Design csr_unit_flat, sky130hd; sources not shown.
==> run_1/route_heat.png <==
The bar under the picture is 100 µm long. The die is cut into 31 by 22 equal tiles; dark purple is low, yellow is high, scaled to the fullest tile. Values are wire area over tile area, all layers added.
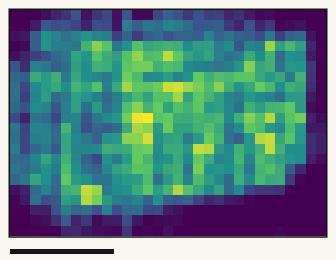
nearly empty tiles = 14%
emptiest ninth of the die = bottom right
fullest tile = 0.63
tiles over half the peak = 38%
densest ninth of the die = middle
detailed-route wire length per cell: 28.62 µm
global-route usage over all layers: 28.19%

==> run_1/sizing.png <==
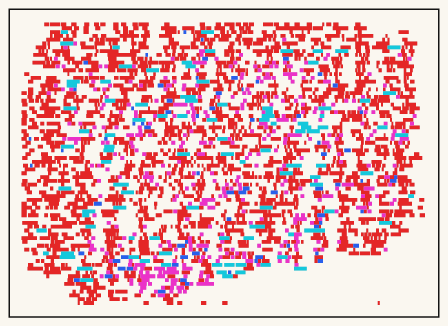
x3 and x4 -> magenta  # cells 387, share 14%, most used buf_4
x1 and smaller -> red  # cells 2131, share 79%, most used dfxtp_1
x6 and larger -> cyan  # cells 100, share 3.7%, most used buf_12
x2 -> blue  # cells 72, share 2.7%, most used or2_2
post-route cell area: 24820 µm²
Non-clk bufs: 626

==> run_1/class_map.png <==
The bar under the picture is 100 µm long.
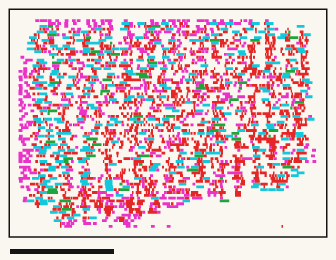
clock drivers and dummy loads -> green  # cells 61
remaining buffers and delay cells -> magenta  # cells 626
remaining logic cells -> red  # cells 1710
registers -> cyan  # cells 293
Seq/total area: 23.63%
Core Box Area: 58050 µm²
row count: 74

==> impl_metrics.ini, run 1 <==
; generated from flow reports
[clock_tree]
cts.reportedPaths.clkPinSlew_ns = 0.06
htree_levels = 2
cts.root.buffer_cell = clkbuf_16
cts_tree = built
clk_path_buf_depth = 3
cts_hold_buf = 0
cts_made_buffers = 35
worstSkewPairLatency_ns = 0.56
cts.sinks = 293

[sta]
rsz0062_at_grt = yes
fmax_ghz = 0.2492
hold_viol = 0
maxSlewHeadroom_pct = 30.18
setup_viol = 3
setup_tns_ns = -0.01700
maxSlewViolCount = 0
hold_slack_ns = 0.2538
final.period_utilization_pct = 100.3
layout_min_cycle_time_ns = 4.012
tightest_slew_ns = 1.047
layout_setup_ws_ns = -0.01207

[power]
maxPowerGroup = the clock network
power.share.combinational_pct = 12.5
powerComb_w = 0.000940
p_per_area_nw_per_um2 = 302.1
p_total_w = 0.007498
peakVddDrop_uv = 217.0
powerClk_w = 0.00353
cellLeakagePower_nw = 8.809
switching_power_w = 0.002025
power_frac_clock_pct = 47.1
seqPwrFrac_pct = 40.4
switching_share_pct = 27.01
internal_power_w = 0.005473
power_sequential_w = 0.00303

[final_layout]
diodes = 6
nNonClkInverters = 18
multiInputCombCellCount = 1692
flop_area_um2 = 5866
nClkBuffers = 43
dominant_cells = logic gates
areaGrowthSynthToFinish_pct = 41.42
ff_count = 293
drive_gt1_share_pct = 20.78
final_util_pct = 42.75
mostFrequentLayoutCell = buf_4
instances_no_fill = 3456
clock_area_share_pct = 4.905
buf_share_pct = 23.58
layout_top_cells = buf_4, dfxtp_1, clkdlybuf4s50_1
nets = 2796
area.combinational_um2 = 10850
nFillCells = 5829
comb_share_pct = 43.72

[run]
timing.max_cap.violations = 0
openroad.warnings = 29

[synthesis]
yosysTopAreaCell = dfxtp_1
ys_area_um2 = 17550
top_cell_area_share_pct = 33.42
synth_cells = 2199
ys_cells = 2199
edf_count = 0
yosysWarnings = 0
ys_seq_share_pct = 33.42
topCellsByArea = dfxtp_1, nand2_1, o21ai_0
synth.avg_cell_area_um2 = 7.981
common_cells = dfxtp_1, nand2_1, o21ai_0
top_cell = dfxtp_1
yosys.cell_types.count = 104
ys_ff = 293
async_reset_ff_share_pct = 0
yosys_most_used_dff = dfxtp_1
synth.cell_area_um2 = 17550

[critical_path]
required_ns = 4.24
crit_fanout = 11
crit_chain = clkdlybuf4s50_1, buf_4, nor4b_2, and4_1, buf_12, a222oi_1, a21boi_0, o2111a_2, nor3_1, buf_4, a21o_1
cp_data_arrival_time_ns = 4.25
path_class = in2reg
critPathSlowestCell = a21boi_0
cp.depth = 11
rrSetupSlack_ns = 0.51
path_buffers = 4
start_kind = input pin
path_common_cell = buf_4
rr_worst_depth = 8
critPathTopFamily = AND-OR/OR-AND gates
critical_path.max_stage_delay_ns = 0.58
cp-end-kind = flop

[hold_path]
hp-class = reg2reg
hold_path_depth = 2

[drt]
drc = 0
vias = 20890
viasPerCell = 6.046
wl_mm = 98.91
first_iter_violations = 2340
drtAntennaViolNets = 0
first_pass_iters = 9

[global_route]
grt_pass1_vias = 19730
grt_start_max_net_pins = 81
antenna_found_initial = 2
grt_pass1_wl_mm = 141.0
grt_overflow_total = 0

[die]
die_h_um = 218.4
die_w_um = 305.1
die_area_um2 = 66620
core_util_floorplan_pct = 30.23
io_pins = 231
tap_cells = 760

[outcome]
outcome = finished, violations left
violations = negative setup slack

[placed_design]
place_congestion = 0.9269
port_buffers = 224
dpl-instance-area_um2 = 23290
dp_cells = 3371
dp_worst_setup_slack_ns = -0.7643
hpwl_mm = 76.17
[run 1: routing by layer]
layer  track usage [%]  vias to the layer above  share of wire [%]  wire length (µm)
li1                  -                     9334                  -                 -
met1             42.09                    10290                 46             45750
met2             41.75                     1153                 42             41240
met3             5.076                      116                9.9              9749
met4             6.063                        0                2.2              2160
met5                 0                        -                  0                 0
[run 1: cell families after synthesis]
logic type               after synthesis  share of synthesized area, %
adder cells (fa/ha/maj)                4                        0.2709
multiplexers                          24                         1.397
flip-flops                           293                         33.42
XOR/XNOR                              74                         3.693
AND-OR/OR-AND                        776                         30.83
other                                  1                       0.02137
AND/OR/NAND/NOR                      810                         24.89
buffers and inverters                217                         5.475
[run 1: timing repair]
action,4_1_cts,5_1_grt
resized,7,25
buffers inserted,9,9
endpoints found under the setup margin,90,128
pin swaps,7,19
gates cloned,0,0
--- run 2 (diff from run 1) ---
CAP_MARGIN = 20   (was not set)
==> impl_metrics.ini, run 2 <==
; generated from flow reports
[critical_path]
path_common_cell = buf_4
cp_data_arrival_time_ns = 4.25
path_class = in2reg
critPathSlowestCell = a21boi_0
rrSetupSlack_ns = 0.51
start_kind = input pin
path_buffers = 4
crit_fanout = 11
rr_worst_depth = 8
required_ns = 4.24
cp.depth = 11
critical_path.max_stage_delay_ns = 0.58
crit_chain = clkdlybuf4s50_1, buf_4, nor4b_2, and4_1, buf_12, a222oi_1, a21boi_0, o2111a_2, nor3_1, buf_4, a21o_1
cp-end-kind = flop
critPathTopFamily = AND-OR/OR-AND gates

[sta]
hold_slack_ns = 0.2538
setup_tns_ns = -0.01700
layout_setup_ws_ns = -0.01207
layout_min_cycle_time_ns = 4.012
fmax_ghz = 0.2492
maxSlewViolCount = 0
rsz0062_at_grt = yes
hold_viol = 0
maxSlewHeadroom_pct = 30.18
final.period_utilization_pct = 100.3
tightest_slew_ns = 1.047
setup_viol = 3

[power]
power.share.combinational_pct = 12.5
power_sequential_w = 0.00303
peakVddDrop_uv = 217.0
seqPwrFrac_pct = 40.4
p_total_w = 0.007498
cellLeakagePower_nw = 8.809
switching_share_pct = 27.01
switching_power_w = 0.002025
powerComb_w = 0.000940
p_per_area_nw_per_um2 = 302.1
power_frac_clock_pct = 47.1
internal_power_w = 0.005473
powerClk_w = 0.00353
maxPowerGroup = the clock network

[placed_design]
hpwl_mm = 76.17
dp_cells = 3371
dpl-instance-area_um2 = 23290
place_congestion = 0.9269
port_buffers = 224
dp_worst_setup_slack_ns = -0.7643

[final_layout]
drive_gt1_share_pct = 20.78
nets = 2796
flop_area_um2 = 5866
nFillCells = 5829
finalInstanceArea_um2 = 24820
layout_top_cells = buf_4, dfxtp_1, clkdlybuf4s50_1
areaGrowthSynthToFinish_pct = 41.42
area.combinational_um2 = 10850
mostFrequentLayoutCell = buf_4
instances_no_fill = 3456

[synthesis]
xor_area_share_pct = 3.693
synth-compound-area-share_pct = 30.83
yosys.cell_types.count = 104
logic_family = AND-OR/OR-AND gates
ys_seq_share_pct = 33.42
yosysWarnings = 0
yosys_most_used_dff = dfxtp_1
ys_ff = 293
yosysTopAreaCell = dfxtp_1
ys_sh_simple_pct = 24.89
synth.cell_area_um2 = 17550
async_reset_ff_share_pct = 0
top_cell_area_share_pct = 33.42
ys_area_um2 = 17550
common_cells = dfxtp_1, nand2_1, o21ai_0
mux_share_pct = 1.397
adder_share_pct = 0.2709
synth_cells = 2199
ys_cells = 2199
synth.avg_cell_area_um2 = 7.981
top_cell = dfxtp_1
topCellsByArea = dfxtp_1, nand2_1, o21ai_0
edf_count = 0

[global_route]
grt_overflow_total = 0
grt_pass1_vias = 19730
busiest_layer = met1
antenna_found_initial = 2
track_usage_pct = 28.19
grt_start_max_net_pins = 81
grt_pass1_wl_mm = 141.0

[clock_tree]
htree_levels = 2
cts_tree = built
worstSkewPairLatency_ns = 0.56
cts_made_buffers = 35
cts.root.buffer_cell = clkbuf_16
clk_path_buf_depth = 3
cts.sinks = 293
cts.reportedPaths.clkPinSlew_ns = 0.06

[outcome]
violations = negative setup slack
outcome = finished, violations left

[die]
fp-row-count = 74
die_w_um = 305.1
die_h_um = 218.4
die_area_um2 = 66620
coreArea_um2 = 58050
core_util_floorplan_pct = 30.23
io_pins = 231

[drt]
first_pass_iters = 9
dr_wl_met3_mm = 9.749
highest_layer = met4
wl_mm = 98.91
first_iter_violations = 2340
viasPerCell = 6.046
drtAntennaViolNets = 0
wl_per_cell_um = 28.62
wl_met1_mm = 45.75
vias = 20890
drc = 0
route.met2.wl_mm = 41.24

[run]
timing.max_cap.violations = 0
openroad.warnings = 29

[hold_path]
hp-class = reg2reg
hold_path_depth = 2
==> run 2: cell counts after synthesis <==
No cell type changed its count.
==> run 2: layout make-up <==
type                            count  area share [%]
Tap cell                          760           3.831
Sequential cell                   293           23.63
Multi-Input combinational cell   1692           43.72
Timing Repair Buffer              626           23.58
Inverter                           18          0.2722
Antenna cell                        6         0.06049
Clock inverter                     18           1.094
Clock buffer                       43           3.811
==> run 2: tightest hold or removal path: stages, from the launching register on <==
cell and delay [ns]:
dfxtp_1 0.31, nand2_1 0.05, a21oi_1 0.05
==> run 2: what timing repair did <==
| action | in CTS | in global routing |
|---|---|---|
| setup endpoints to repair | 90 | 128 |
| setup buffers | 9 | 9 |
| gates resized | 7 | 25 |
| hold buffers | 0 | 0 |
| pin swaps | 7 | 19 |
==> run_2/congestion_map.png <==
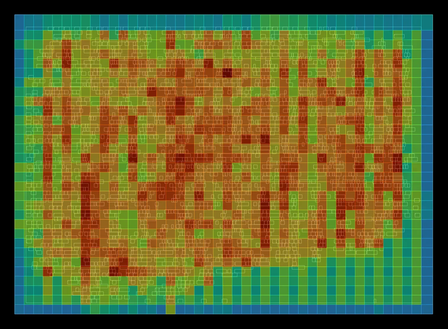
GR Layer Usage met2: 41.75%
GR Layer Usage met3: 5.076%
Global Route met1 Usage: 42.09%
post-layout util: 42.75%

